--- src/rtl/fetch_pkg.sv ---
`default_nettype none
// ============================================================================
// fetch_pkg : shared types and constants for the instruction-fetch stage
// Revision  : 1.0
// ============================================================================
package fetch_pkg;

    typedef enum logic [0:0] {
        RUN    = 1'b0,
        HALTED = 1'b1
    } fetch_state_e;

    typedef enum logic [1:0] {
        CAUSE_NONE       = 2'b00,
        CAUSE_HALT_REQ   = 2'b01,
        CAUSE_BREAKPOINT = 2'b10,
        CAUSE_STEP       = 2'b11
    } halt_cause_e;

    localparam logic [31:0] NOP_INSTR = 32'h0000_0013;
    localparam logic [31:0] PC_STEP   = 32'd4;

    function automatic logic [31:0] word_align(input logic [31:0] addr);
        return addr & ~32'h0000_0003;
    endfunction

endpackage
`default_nettype wire

--- src/rtl/fetch_dbg_ctrl.sv ---
`default_nettype none
// ============================================================================
// fetch_dbg_ctrl : run/halt FSM, breakpoint compare and halt-cause tracking
// Revision       : 1.0
// ============================================================================
module fetch_dbg_ctrl
    import fetch_pkg::*;
(
    input  logic        clk,
    input  logic        rst_n,
    input  logic        stall,
    input  logic        redirect,
    input  logic [31:0] pc,
    input  logic        halt_req,
    input  logic        resume_req,
    input  logic        step,
    input  logic        pc_wr,
    input  logic        bp_en,
    input  logic [31:0] bp_addr,
    output logic        issue_en,
    output logic        hold_pc,
    output logic        load_dbg_pc,
    output logic        halted,
    output logic [1:0]  cause
);

    fetch_state_e state, state_next;
    halt_cause_e  cause_q, cause_next;
    logic         skip_bp, skip_bp_next;
    logic         step_pend, step_pend_next;
    logic         bp_match;

    // skip_bp lets the instruction at a breakpoint issue once after resume
    assign bp_match = (state == RUN) && bp_en && (pc == bp_addr) && !skip_bp;

    always_ff @(posedge clk or negedge rst_n) begin
        if (!rst_n) begin
            state     <= RUN;
            cause_q   <= CAUSE_NONE;
            skip_bp   <= 1'b0;
            step_pend <= 1'b0;
        end else begin
            state     <= state_next;
            cause_q   <= cause_next;
            skip_bp   <= skip_bp_next;
            step_pend <= step_pend_next;
        end
    end

    always_comb begin
        state_next     = state;
        cause_next     = cause_q;
        skip_bp_next   = skip_bp;
        step_pend_next = step_pend;
        issue_en       = 1'b0;
        load_dbg_pc    = 1'b0;
        if (!stall) begin
            unique case (state)
                RUN: begin
                    if (bp_match) begin
                        state_next = HALTED;
                        cause_next = CAUSE_BREAKPOINT;
                    end else if (halt_req) begin
                        state_next = HALTED;
                        cause_next = CAUSE_HALT_REQ;
                    end else if (!redirect) begin
                        issue_en     = 1'b1;
                        skip_bp_next = 1'b0;
                        if (step_pend) begin
                            state_next     = HALTED;
                            cause_next     = CAUSE_STEP;
                            step_pend_next = 1'b0;
                        end
                    end
                end
                HALTED: begin
                    load_dbg_pc = pc_wr && !redirect;
                    if (resume_req && !halt_req) begin
                        state_next     = RUN;
                        cause_next     = CAUSE_NONE;
                        skip_bp_next   = 1'b1;
                        step_pend_next = step;
                    end
                end
                default: state_next = RUN;
            endcase
        end
    end

    assign hold_pc = !issue_en && !load_dbg_pc;
    assign halted  = (state == HALTED);
    assign cause   = cause_q;

endmodule
`default_nettype wire

--- src/rtl/fetch_stage.sv ---
`default_nettype none
// ============================================================================
// fetch_stage : RV32I fetch stage - PC register, IF/ID register, debug hooks
// Revision    : 1.0
// ============================================================================
module fetch_stage
    import fetch_pkg::*;
#(
    parameter logic [31:0] RESET_PC = 32'h0000_0000
) (
    input  logic        clk,
    input  logic        rst_n,
    output logic [31:0] pc_o,
    input  logic [31:0] instr_i,
    input  logic        stall_i,
    input  logic        redirect_valid_i,
    input  logic [31:0] redirect_pc_i,
    output logic        if_valid_o,
    output logic [31:0] if_pc_o,
    output logic [31:0] if_instr_o,
    input  logic        dbg_halt_req_i,
    input  logic        dbg_resume_req_i,
    input  logic        dbg_step_i,
    input  logic        dbg_pc_wr_i,
    input  logic [31:0] dbg_pc_wdata_i,
    input  logic        bp_en_i,
    input  logic [31:0] bp_addr_i,
    output logic        dbg_halted_o,
    output logic [1:0]  dbg_cause_o
);

    logic issue_en;
    logic hold_pc;
    logic load_dbg_pc;

    fetch_dbg_ctrl u_dbg_ctrl (
        .clk         (clk),
        .rst_n       (rst_n),
        .stall       (stall_i),
        .redirect    (redirect_valid_i),
        .pc          (pc_o),
        .halt_req    (dbg_halt_req_i),
        .resume_req  (dbg_resume_req_i),
        .step        (dbg_step_i),
        .pc_wr       (dbg_pc_wr_i),
        .bp_en       (bp_en_i),
        .bp_addr     (bp_addr_i),
        .issue_en    (issue_en),
        .hold_pc     (hold_pc),
        .load_dbg_pc (load_dbg_pc),
        .halted      (dbg_halted_o),
        .cause       (dbg_cause_o)
    );

    // Redirect wins even under stall; the controller already folds stall into issue/load
    always_ff @(posedge clk or negedge rst_n) begin
        if (!rst_n) begin
            pc_o       <= word_align(RESET_PC);
            if_valid_o <= 1'b0;
            if_pc_o    <= 32'h0000_0000;
            if_instr_o <= NOP_INSTR;
        end else if (redirect_valid_i) begin
            pc_o       <= word_align(redirect_pc_i);
            if_valid_o <= 1'b0;
        end else if (!stall_i) begin
            if_valid_o <= issue_en;
            if (issue_en) begin
                if_pc_o    <= pc_o;
                if_instr_o <= instr_i;
            end
            if (!hold_pc) begin
                pc_o <= load_dbg_pc ? word_align(dbg_pc_wdata_i) : pc_o + PC_STEP;
            end
        end
    end

endmodule
`default_nettype wire

--- config.mk ---
export PLATFORM = sky130hd
export DESIGN_NAME = fetch_stage
export DESIGN_NICKNAME = d
export VERILOG_FILES = /design/src/rtl/fetch_pkg.sv /design/src/rtl/fetch_dbg_ctrl.sv /design/src/rtl/fetch_stage.sv
export SDC_FILE = /design/constraint.sdc
export NUM_CORES = 1
export LEC_CHECK = 0
export CORE_MARGIN = 5
export CORE_UTILIZATION = 47
export CTS_BUF_LIST = sky130_fd_sc_hd__clkbuf_8 sky130_fd_sc_hd__clkbuf_16
export DETAILED_ROUTE_END_ITERATION = 7
export HOLD_SLACK_MARGIN = 0.1
export PLACE_DENSITY = 0.87
export SLEW_MARGIN = 15
export SYNTH_ARGS = -nofsm -noshare
export SYNTH_HDL_FRONTEND = slang
export SYNTH_SLANG_ARGS = --single-unit
--- constraint.sdc ---
create_clock -name clk -period 6.8 [get_ports clk]
set_input_delay 1.7 -clock clk [delete_from_list [all_inputs] [get_ports clk]]
set_output_delay 1.7 -clock clk [all_outputs]
set_load 0.02 [all_outputs]
==> run_1/layers.png <==
The bar under the picture is 20 um long.
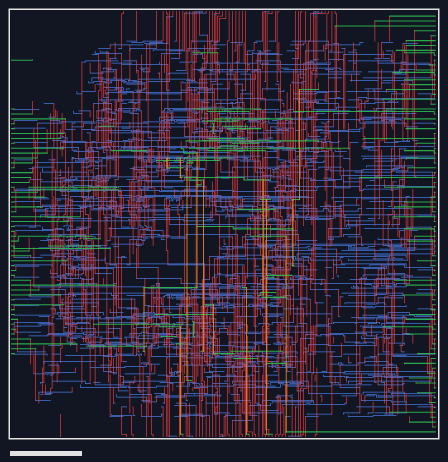
[blue] M1 | wire length: 7850 um
[orange] M4 | wire length: 456 um
[red] M2 | wire length: 9300 um
[green] M3 | wire length: 1490 um
WL per Instance: 22.18 um
drt total wl: 19100 um
via count: 5052
Total GRT Usage: 26.78%

==> run_1/ff_map.png <==
The bar under the picture is 20 um long.
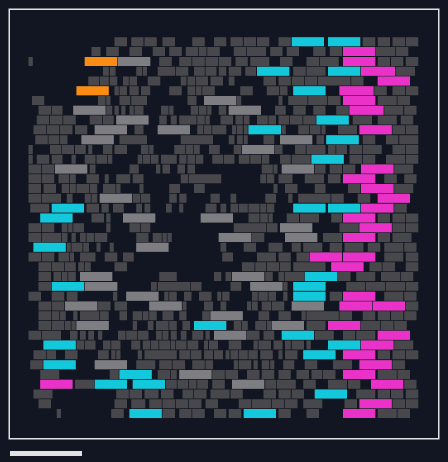
[orange] u_dbg_ctrl.cause | sequential cells: 2
[cyan] if_pc_o | sequential cells: 30 | where: widely spread
[magenta] if_instr_o | sequential cells: 32 | where: a column on the right
not colored: 34

==> run summary, run 1 <==
impl run done, here's what came out: status=completed, Clock Power=0.000482 W, Placed Instances=845, Die Y-Extent=119.0 um, total power draw=0.002795 W, worst hold margin=0.5029 ns, LEAKAGE=3.379 nW, MI comb area=2875 um^2, post-cts sizing count=0, setup slack, reg-to-reg=3.58 ns, Mux area share=17.25%, DP HPWL=14270 um, HP Class=reg -> reg, grt met3 use=6.682%, period utilization=65.56%, row count=39, RR Endpoint=pc_o[11], crit path capture type=flip-flop, largest reg by FF count=if_instr_o, Antenna Nets Post-Route=0
==> run_1/port_trees.png <==
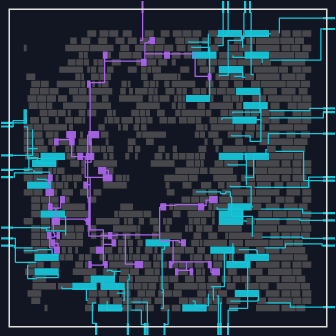
[purple] redirect_valid_i | direction: input | edge: north | end cells: 41 | buffers: 2 | wire: 440 um
[cyan] if_pc_o | direction: output | edge: 12 east, 8 west, 8 south, 4 north | end cells: 32 | buffers: 30 | wire: 1130 um
I/O Buffers: 228
io pins: 237

==> inputs of run 2 (changes only) <==
Settings changed: CORE_UTILIZATION 47 to 39, PLACE_DENSITY 0.87 to 0.77.
Clock period 6.8 ns to 4 ns, I/O delays scaled along.
==> run_2/layers.png <==
The bar under the picture is 50 um long.
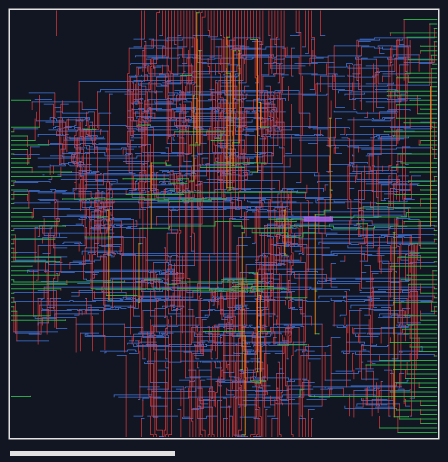
[green] M3 | wire length: 1710 um
[red] M2 | wire length: 9080 um
[blue] M1 | wire length: 8110 um
[orange] M4 | wire length: 654 um
[purple] M5 | wire length: 7.40 um

==> run 2 against run 1 <==
Against the previous run: area after synthesis unchanged; sequential cell count unchanged; final area up 2.3%; first-iteration DRC count grew 7.5%; register-to-register slack lost 2.5 ns; via count up 0.32%; power increased by 71%; count of clock-buffer cells in the layout is 1 lower; sequential power up about 70%; sequential share of layout area fell by 0.69 points; largest power group unchanged.
==> run summary, run 2 <==
impl run done, here's what came out: RR Endpoint=pc_o[2], worst hold margin=0.5124 ns, via count=5068, MI comb area=2875 um^2, Mux area share=17.25%, period utilization=87.93%, DP HPWL=14620 um, WL per Instance=21.47 um, setup slack after layout=0.4827 ns, Total GRT Usage=22.87%, largest reg by FF count=if_instr_o, LEAKAGE=3.446 nW, Clock Power=0.000824 W, row count=43, crit path capture type=flip-flop, total power draw=0.004776 W, PD cells=571.7 nW/um^2, status=completed, HP Class=reg -> reg, Core Util at FP=39.93%, I/O Buffers=228
==> run_2/port_trees.png <==
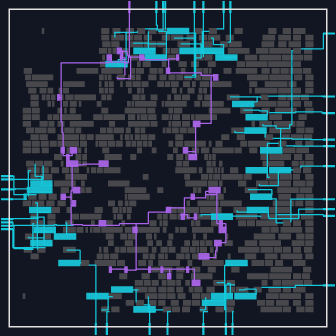

==> inputs of run 3 (changes only) <==
--- a/config.mk
+++ b/config.mk
@@ -7,9 +7,9 @@
 export LEC_CHECK = 0
 export CORE_MARGIN = 5
-export CORE_UTILIZATION = 39
+export CORE_UTILIZATION = 47
 export CTS_BUF_LIST = sky130_fd_sc_hd__clkbuf_8 sky130_fd_sc_hd__clkbuf_16
 export DETAILED_ROUTE_END_ITERATION = 7
 export HOLD_SLACK_MARGIN = 0.1
-export PLACE_DENSITY = 0.77
+export PLACE_DENSITY = 0.89
 export SLEW_MARGIN = 15
 export SYNTH_ARGS = -nofsm -noshare
==> constraint.sdc (replaced) <==
create_clock -name clk -period 4.45 [get_ports clk]
set_input_delay 0.89 -clock clk [delete_from_list [all_inputs] [get_ports clk]]
set_output_delay 0.89 -clock clk [all_outputs]
set_load 0.02 [all_outputs]
==> run_3/port_trees.png <==
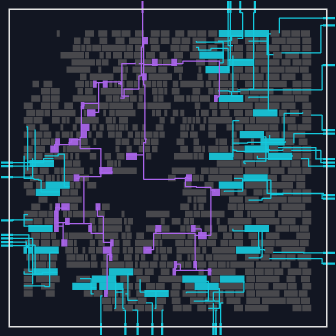

==> run 3 against run 2 <==
Against the previous run: final cell count decreased by 5.0%; utilization grew 11 points; die area fell by 16%; critical path depth down 1; global-route usage up 4.2 points; largest cell class unchanged; largest power group unchanged.
==> run summary, run 3 <==
impl run done, here's what came out: status=completed, largest reg by FF count=if_instr_o, RR Endpoint=pc_o[18], setup slack, reg-to-reg=1.48 ns, Total GRT Usage=27.03%, HP Class=reg -> reg, Antenna Nets Post-Route=0, drt total wl=19340 um, grt met3 use=8.009%, DP HPWL=14630 um, WL per Instance=22.36 um, LEAKAGE=3.379 nW, setup slack after layout=1.012 ns, Clock Power=0.000719 W, I/O Buffers=228, worst hold margin=0.4992 ns, io pins=237, period utilization=77.25%, PD cells=521.2 nW/um^2, total power draw=0.004270 W, Core Util at FP=48.50%
No activity file was given, so power comes from the tool's default toggle rates.
